**src/rtl/sparse_mac_nway.sv**
```systemverilog
// N-way sparse dot-product engine.
// Decodes NUM_STREAMS run-length-compressed streams into absolute indices,
// intersects them, multiplies the values found at common indices and
// accumulates them (saturating or wrapping). The result, an overflow flag
// and the match count are returned on a valid/ready port.
module sparse_mac_nway #(
    parameter int NUM_STREAMS = 2,
    parameter int VALUE_W     = 8,
    parameter int SKIP_W      = 8,
    parameter int IDX_W       = 16,
    parameter int ACCUM_W     = 32,
    parameter int SATURATE    = 1
) (
    input  logic                           mac_clk,
    input  logic                           mac_rst,
    input  logic [NUM_STREAMS-1:0]         sram_valid_i,
    output logic [NUM_STREAMS-1:0]         sram_ready_o,
    input  logic [NUM_STREAMS-1:0]         sram_done_i,
    input  logic [NUM_STREAMS*SKIP_W-1:0]  sram_skip_i,
    input  logic [NUM_STREAMS*VALUE_W-1:0] sram_value_i,
    output logic                           mac_valid_o,
    input  logic                           mac_ready_i,
    output logic [ACCUM_W-1:0]             mac_data_o,
    output logic                           mac_ovf_o,
    output logic [IDX_W-1:0]               mac_match_cnt_o
);

    localparam int PROD_W = VALUE_W * NUM_STREAMS;
    localparam int SUM_W  = ((PROD_W > ACCUM_W) ? PROD_W : ACCUM_W) + 1;

    typedef enum logic [1:0] {
        ST_RUN   = 2'd0,
        ST_DRAIN = 2'd1,
        ST_FLUSH = 2'd2,
        ST_OUT   = 2'd3
    } state_e;

    state_e state_q, state_d;

    // Per-stream head registers. head_idx_q also serves as the previous
    // decoded index, since it always holds the last accepted value token.
    logic [NUM_STREAMS-1:0]              head_v_q;
    logic [NUM_STREAMS-1:0]              head_done_q;
    logic [NUM_STREAMS-1:0]              first_q;
    logic [NUM_STREAMS-1:0][IDX_W-1:0]   head_idx_q;
    logic [NUM_STREAMS-1:0][VALUE_W-1:0] head_val_q;

    // Product stage
    logic              vld_p1_q;
    logic [PROD_W-1:0] prod_p1_q;
    logic [PROD_W-1:0] prod_c;

    // Accumulation state
    logic [ACCUM_W-1:0] accum_q, accum_d;
    logic               ovf_q, ovf_d;
    logic [IDX_W-1:0]   cnt_q, cnt_d;
    logic [ACCUM_W:0]   add_res;

    // Control
    logic [NUM_STREAMS-1:0]            consume;
    logic [NUM_STREAMS-1:0]            accept;
    logic [NUM_STREAMS-1:0][IDX_W-1:0] dec_idx;
    logic [NUM_STREAMS-1:0]            dec_cry;
    logic                              match;
    logic [IDX_W-1:0]                  max_idx;
    logic                              all_v;
    logic                              any_done;
    logic                              all_done;
    logic                              out_accept;

    // Absolute index of an incoming token; MSB of the result is the carry
    // out of IDX_W bits.
    function automatic logic [IDX_W:0] decode_idx(input logic             first,
                                                  input logic [IDX_W-1:0] prev,
                                                  input logic [SKIP_W-1:0] skip);
        logic [IDX_W:0] nxt;
        if (first)
            nxt = (IDX_W+1)'(skip);
        else
            nxt = {1'b0, prev} + (IDX_W+1)'(skip) + (IDX_W+1)'(1);
        return nxt;
    endfunction

    // Accumulate one product. MSB of the result flags overflow; the low
    // ACCUM_W bits are the clamped or wrapped sum.
    function automatic logic [ACCUM_W:0] acc_add(input logic [ACCUM_W-1:0] a,
                                                 input logic [PROD_W-1:0]  p);
        logic [SUM_W-1:0] sum;
        logic [ACCUM_W:0] res;
        sum = SUM_W'(a) + SUM_W'(p);
        if (sum > SUM_W'({ACCUM_W{1'b1}})) begin
            if (SATURATE != 0)
                res = {1'b1, {ACCUM_W{1'b1}}};
            else
                res = {1'b1, sum[ACCUM_W-1:0]};
        end else begin
            res = {1'b0, sum[ACCUM_W-1:0]};
        end
        return res;
    endfunction

    assign out_accept = (state_q == ST_OUT) && mac_ready_i;

    // Intersection: find the largest head index, detect a full match and
    // pick which heads advance this cycle.
    always_comb begin
        consume  = '0;
        match    = 1'b0;
        max_idx  = '0;
        all_v    = &head_v_q;
        any_done = |(head_v_q & head_done_q);
        all_done = &(head_v_q & head_done_q);
        for (int s = 0; s < NUM_STREAMS; s++) begin
            if (head_v_q[s] && !head_done_q[s] && (head_idx_q[s] > max_idx))
                max_idx = head_idx_q[s];
        end
        if ((state_q == ST_RUN) && all_v && !any_done) begin
            match = 1'b1;
            for (int s = 0; s < NUM_STREAMS; s++) begin
                if (head_idx_q[s] != max_idx)
                    match = 1'b0;
            end
            for (int s = 0; s < NUM_STREAMS; s++)
                consume[s] = match || (head_idx_q[s] < max_idx);
        end else if (((state_q == ST_RUN) || (state_q == ST_DRAIN)) && any_done) begin
            consume = head_v_q & ~head_done_q;
        end
    end

    // Token handshake and index decode for every stream.
    always_comb begin
        sram_ready_o = '0;
        dec_idx      = '0;
        dec_cry      = '0;
        if (state_q != ST_OUT)
            sram_ready_o = ~head_v_q | consume;
        accept = sram_valid_i & sram_ready_o;
        for (int s = 0; s < NUM_STREAMS; s++)
            {dec_cry[s], dec_idx[s]} = decode_idx(first_q[s], head_idx_q[s],
                                                  sram_skip_i[s*SKIP_W +: SKIP_W]);
    end

    // Load accepted tokens into heads, retire consumed heads, clear per vector.
    always_ff @(posedge mac_clk) begin
        if (mac_rst || out_accept) begin
            head_v_q    <= '0;
            head_done_q <= '0;
            first_q     <= '1;
        end else begin
            for (int s = 0; s < NUM_STREAMS; s++) begin
                if (accept[s]) begin
                    head_v_q[s]    <= 1'b1;
                    head_done_q[s] <= sram_done_i[s];
                    if (!sram_done_i[s]) begin
                        head_idx_q[s] <= dec_idx[s];
                        head_val_q[s] <= sram_value_i[s*VALUE_W +: VALUE_W];
                        first_q[s]    <= 1'b0;
                    end
                end else if (consume[s]) begin
                    head_v_q[s] <= 1'b0;
                end
            end
        end
    end

    // Product of all head values at a common index.
    always_comb begin
        prod_c = PROD_W'(head_val_q[0]);
        for (int s = 1; s < NUM_STREAMS; s++)
            prod_c = prod_c * PROD_W'(head_val_q[s]);
    end

    // Product stage register; reset only drops the valid so an in-flight
    // product is discarded.
    always_ff @(posedge mac_clk) begin
        if (mac_rst)
            vld_p1_q <= 1'b0;
        else
            vld_p1_q <= match;
        prod_p1_q <= prod_c;
    end

    assign add_res = acc_add(accum_q, prod_p1_q);

    // Next accumulator, sticky overflow and match count.
    always_comb begin
        accum_d = accum_q;
        ovf_d   = ovf_q;
        cnt_d   = cnt_q;
        if (vld_p1_q) begin
            accum_d = add_res[ACCUM_W-1:0];
            ovf_d   = ovf_q | add_res[ACCUM_W];
        end
        if (|(accept & ~sram_done_i & dec_cry))
            ovf_d = 1'b1;
        if (match)
            cnt_d = cnt_q + IDX_W'(1);
        if (out_accept) begin
            accum_d = '0;
            ovf_d   = 1'b0;
            cnt_d   = '0;
        end
    end

    // Accumulation state registers.
    always_ff @(posedge mac_clk) begin
        if (mac_rst) begin
            accum_q <= '0;
            ovf_q   <= 1'b0;
            cnt_q   <= '0;
        end else begin
            accum_q <= accum_d;
            ovf_q   <= ovf_d;
            cnt_q   <= cnt_d;
        end
    end

    // Vector sequencing: gather, drain after a done marker, let the last
    // product retire, then hold the result.
    always_comb begin
        state_d = state_q;
        case (state_q)
            ST_RUN: begin
                if (all_done)
                    state_d = ST_FLUSH;
                else if (any_done)
                    state_d = ST_DRAIN;
            end
            ST_DRAIN: begin
                if (all_done)
                    state_d = ST_FLUSH;
            end
            ST_FLUSH: state_d = ST_OUT;
            ST_OUT: begin
                if (mac_ready_i)
                    state_d = ST_RUN;
            end
            default: state_d = ST_RUN;
        endcase
    end

    // State register.
    always_ff @(posedge mac_clk) begin
        if (mac_rst)
            state_q <= ST_RUN;
        else
            state_q <= state_d;
    end

    // Result port is only populated while the result is being offered.
    always_comb begin
        mac_valid_o     = (state_q == ST_OUT);
        mac_data_o      = '0;
        mac_ovf_o       = 1'b0;
        mac_match_cnt_o = '0;
        if (state_q == ST_OUT) begin
            mac_data_o      = accum_q;
            mac_ovf_o       = ovf_q;
            mac_match_cnt_o = cnt_q;
        end
    end

endmodule

```
**config.mk**
```make
export PLATFORM = sky130hd
export DESIGN_NAME = sparse_mac_nway
export DESIGN_NICKNAME = d
export VERILOG_FILES = /design/src/rtl/sparse_mac_nway.sv
export SDC_FILE = /design/constraint.sdc
export NUM_CORES = 1
export LEC_CHECK = 0
export ABC_CLOCK_PERIOD_IN_PS = 7500
export CORE_MARGIN = 8
export CORE_UTILIZATION = 59
export DETAILED_ROUTE_END_ITERATION = 7
export GPL_TIMING_DRIVEN = 0
export PLACE_DENSITY = 0.86
export SYNTH_ARGS = -nofsm -noshare
export SYNTH_HDL_FRONTEND = slang
export SYNTH_SLANG_ARGS = --single-unit
```
**constraint.sdc**
```tcl
create_clock -name mac_clk -period 7.5 [get_ports mac_clk]
set_input_delay 1.5 -clock mac_clk [delete_from_list [all_inputs] [get_ports mac_clk]]
set_output_delay 1.5 -clock mac_clk [all_outputs]
set_load 0.01 [all_outputs]
```
run_1/placement.png
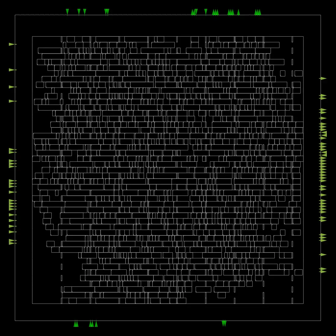
Filler cells: 1215
Finished Core Util: 72.21%
flop count: 122

run_1/layer_met2.png
(3 px per um)
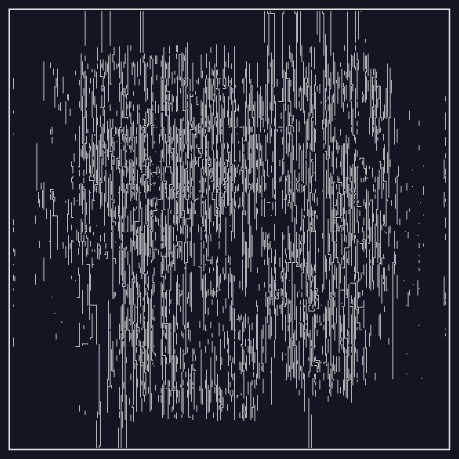
nets with wire on the layer: 1220
longest straight run: 45.2 um
wire length on this layer: 11300 um

==> flow_summary.yaml, run 1 <==
# physical design summary
place:
  port_buffers: 90
  place_ws_ps: -499.1
  placed_area_um2: 11210
  dp_hpwl_um: 18280
timing:
  tns_ps: 0
  finalClockPeriodUsage_pct: 97.88
  hold_viol: 0
  worstMarginPinSlew_ps: 1191
  period_needed_ps: 7341
  finClkSkew_ps: 10.39
  setup_viol: 0
critical_path:
  worst_setup_path_end_kind: "output port"
  cp-start-kind: "register"
  critPathKind: "register to output port"
die:
  fp_util_pct: 60.39
  rows: 47
  die_h_um: 146.3
  tap_cells: 220
  coreArea_um2: 16580
grt:
  antenna_found_initial: 0
  use_met3_pct: 5.130
  grt_first_pass_wirelength_um: 40740
  grt_use_met2_pct: 36.48
  grt_max_degree: 25
  busiest_layer: "met2"
  grt_pass1_vias: 8467
final_layout:
  top_area_cell_class: "multi-input combinational cells"
  nonClkBufAreaFrac_pct: 9.529
  fin_cells: 1490
  clock_buffers: 23
  final_cell_mix: "119 x ha_1, 102 x nand2_1, 95 x and2_1, 95 x a21oi_1"
  drive_gt1_share_pct: 6.457
  sh_seq_area_pct: 24.41
  final_nets: 1456
  inverters: 84
  clkCellAreaFrac_pct: 5.067
  fin_area_um2: 11980
  area_growth_pct: 19.58
  num-nonclk-buffers: 135
synthesis:
  ys_sh_aoi_pct: 16.54
  ys_warn_count: 0
  yosysTopAreaCellShare_pct: 14.87
  yosys_area_um2: 10010
  mux_area_share_pct: 1.099
  synthTopLogicFamily: "adder cells"
  ys.flop_type: "dfxtp_1"
  fp_nets: 1335
  netlist_area_um2: 10010
  synth.avg_cell_area_um2: 8.800
  yosysTopAreaCell: "ha_1"
  syn_inst: 1138
  synthTopCellsByCount: "119 x ha_1, 102 x nand2_1, 96 x a21oi_1"
  topCellsByArea: "ha_1 15%, dfxtp_1 15%, edfxtp_1 14%"
  async_flop_share_pct: 0
run:
  cap_violations: 0
status:
  status: "finished clean"
pwr:
  p_total_mw: 2.113
  vdd_drop_max_v: 0.0001761
  powerClk_mw: 0.839
  powerDensity_nw_per_um2: 176.5
  seqPwrFrac_pct: 36.1
  netSwitchingFraction_pct: 29.52
  pg_comb_mw: 0.510
  p_sw_mw: 0.6239
  maxPowerGroup: "the clock network"
clock_network:
  post-cts-setup-buffers: 4
  clk_pin_slew_worst_paths_ps: 60
  clk_path_buf_depth: 2
  htree_levels: 4
  clk-insertion-delay-late_ps: 430
  cts-root-buf: "clkbuf_16"
  numClockSinks: 122
  cts_tree: "built"
routing:
  wl_per_cell_um: 16.65
  routed.top_layer: "met4"
  drc: 0
  drt_iter0_drc: 691
  routedLengthMet1_um: 10890
  ant_nets: 0
  drt_first_pass_iters: 5
  drt_wl_total_um: 24810
  vias: 8797
  wl_met2_um: 11350
hold_path:
  hold_path.class: "register to register"
run_1/io_placement.png
(3 px per um) Pins as bars across the die edge, other pins in grey.
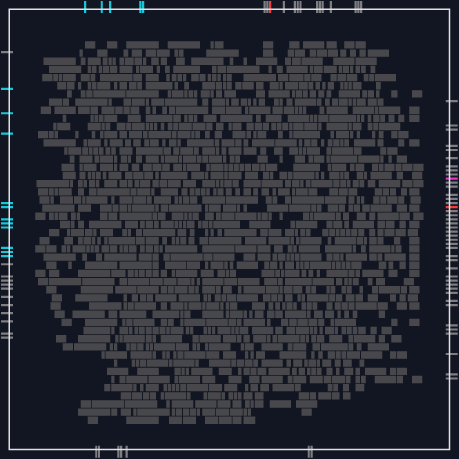
[mac_rst] magenta | pins: 1 | direction: input | edge: right
[sram_skip_i] cyan | pins: 16 | direction: input | edge: 11 left, 5 top
[sram_done_i] red | pins: 2 | direction: input | edge: 1 right, 1 top
all pins by edge: 42 right, 23 left, 19 top, 7 bottom

[run 1: critical path, delay by kind of cell (launching register included)]
family          cells  cell delay, ps
compound gates      8            1650
fa+ha+maj           2             480
simple gates        6            1560
flops               1             500
buf+inv             4            1210
[run 1: state kept, by name, summed over array words and instances (netlist names)]
signal / flops
ovf_q: 1
head_v_q: 2
vld_p1_q: 1
first_q: 2
cnt_q: 16
accum_q: 32
head_idx_q: 32
head_done_q: 2
head_val_q: 16
state_q: 2
prod_p1_q: 16
[run 1: worst paths after layout]
check	from	end	slack [ps]	cells past startpoint
max	head_idx_q[15]	sram_ready_o[0]	160	20
min	accum_q[28]	accum_q[28]	490	2
max reg2reg	head_idx_q[15]	head_val_q[5]	1450	21
min reg2reg	accum_q[28]	accum_q[28]	490	2
run_1/io_fan.png
(2 px per um)
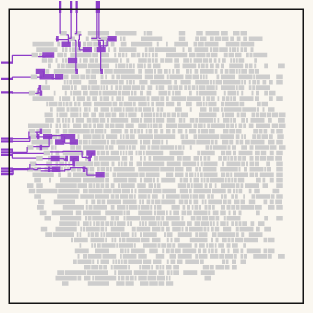

==> run 2, diff against run 1 <==
- MAX_ROUTING_LAYER: not set -> met4
- SETUP_SLACK_MARGIN: not set -> 0.3
- SLEW_MARGIN: not set -> 20
run_2/io_fan.png
(2 px per um)
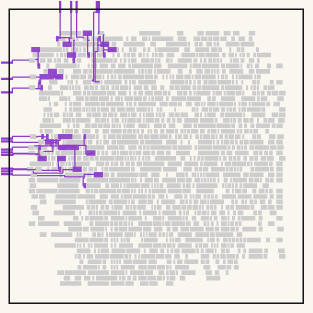
[sram_skip_i] purple | direction: input | edge: 11 left, 5 top | end cells: 34 | buffers: 16 | wire: 515 um

run_2/placement.png
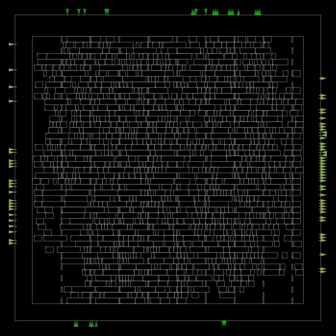
Filler cells: 1168
Finished Core Util: 73.08%
core area: 16580 um2

==> run 2 against run 1 <==
Against the previous run: first-iteration DRC count grew 22%; register-to-register slack better by 200 ps; combinational power is 4% higher; synthesized cell count did not move; sequential share of layout area is 0.29 points lower; flip-flop count is the same; utilization is 0.87 points higher; critical path type unchanged; critical endpoint is now sram_ready_o[1]; largest cell class unchanged; largest power group unchanged.
==> flow_summary.yaml, run 2 <==
# physical design summary
status:
  status: "finished clean"
synthesis:
  yosys_area_um2: 10010
  topCellsByArea: "ha_1 15%, dfxtp_1 15%, edfxtp_1 14%"
  async_flop_share_pct: 0
  syn_inst: 1138
  yosysTopAreaCell: "ha_1"
  ys_warn_count: 0
  mux_area_share_pct: 1.099
  ys.flop_type: "dfxtp_1"
  synth.avg_cell_area_um2: 8.800
  ys_sh_aoi_pct: 16.54
  yosysTopAreaCellShare_pct: 14.87
  netlist_area_um2: 10010
  synthTopCellsByCount: "119 x ha_1, 102 x nand2_1, 96 x a21oi_1"
  fp_nets: 1335
timing:
  worstMarginPinSlew_ps: 720.6
  period_needed_ps: 7365
  tns_ps: 0
  setup_viol: 0
place:
  place_ws_ps: -614.3
  dp_hpwl_um: 18740
  placed_area_um2: 11230
  port_buffers: 90
routing:
  ant_nets: 0
  drc: 0
  drt_iter0_drc: 843
  vias: 8913
  wl_met2_um: 12320
  drt_wl_total_um: 25970
  routedLengthMet1_um: 11020
  drt_first_pass_iters: 5
  route.met3.wl_um: 2107
  wl_per_cell_um: 17.33
hold_path:
  min-delay-start: "cnt_q[14]"
critical_path:
  crit_path_start: "head_idx_q[8]"
  critPathKind: "register to output port"
  worst_setup_path_end_kind: "output port"
  cp-start-kind: "register"
  path_cells: "nor4_4 > a41oi_2 > buf_6 > nand2_1 > ha_2 > nand4_2 > nor4_4 > a21o_1 > a31oi_4 > clkbuf_4 > buf_4 > buf_4 > nor2_1 > a21oi_1 > ha_1 > nand4_1 > nor4_4 > nand3_2 > a21o_1 > buf_6 > a31oi_1 > clkdlybuf4s50_1"
  cpLargestDelayFamily: "simple AND/OR/NAND/NOR gates"
  reg2reg_from: "head_idx_q[8]"
  cp_num_buf_inv: 6
die:
  rows: 47
  fp_util_pct: 60.39
  die_h_um: 146.3
grt:
  grt_pass1_vias: 8718
  busiest_layer: "met2"
  antenna_found_initial: 0
  grt_first_pass_wirelength_um: 41470
  grt_max_degree: 25
  grt_use_met2_pct: 38.87
  use_met3_pct: 6.459
clock_network:
  clk_pin_slew_worst_paths_ps: 60
  cts-root-buf: "clkbuf_16"
  numClockSinks: 122
  clk-insertion-delay-late_ps: 430
  htree_levels: 4
  cts_tree: "built"
pwr:
  powerDensity_nw_per_um2: 179.0
  vdd_drop_max_v: 0.0001567
  p_total_mw: 2.169
final_layout:
  drive_gt1_share_pct: 7.428
  fin_cells: 1499
  final_cell_mix: "118 x ha_1, 102 x nand2_1, 95 x and2_1"
  reg_top3: "accum_q (32), head_idx_q (32)"
run:
  cap_violations: 0
==> run 2: layout make-up <==
class / count / area [um2]
fillers: 1168 / 4464
plain buffers: 33 / 150.1
clock inverters: 11 / 127.6
clock buffers: 21 / 504.2
repair buffers: 109 / 1066
flip-flops and latches: 122 / 2923
inverters: 84 / 315.3
well taps: 220 / 275.3
multi-input cells: 899 / 6758
==> run 2: where the power goes <==
part	total (mW)	internal (mW)	leakage [nW]	switching, mW
sequential	0.763	0.734	1.05	0.0286
combinational	0.528	0.232	3.73	0.296
clock	0.879	0.552	0.310	0.326
==> run 2: final timing paths <==
path / to / slack (ps) / cells after the start
max: sram_ready_o[1] / 140 / 22
min: cnt_q[14] / 500 / 2
max reg2reg: head_val_q[13] / 1650 / 24
min reg2reg: cnt_q[14] / 500 / 2
No activity file was given, so power comes from the tool's default toggle rates.
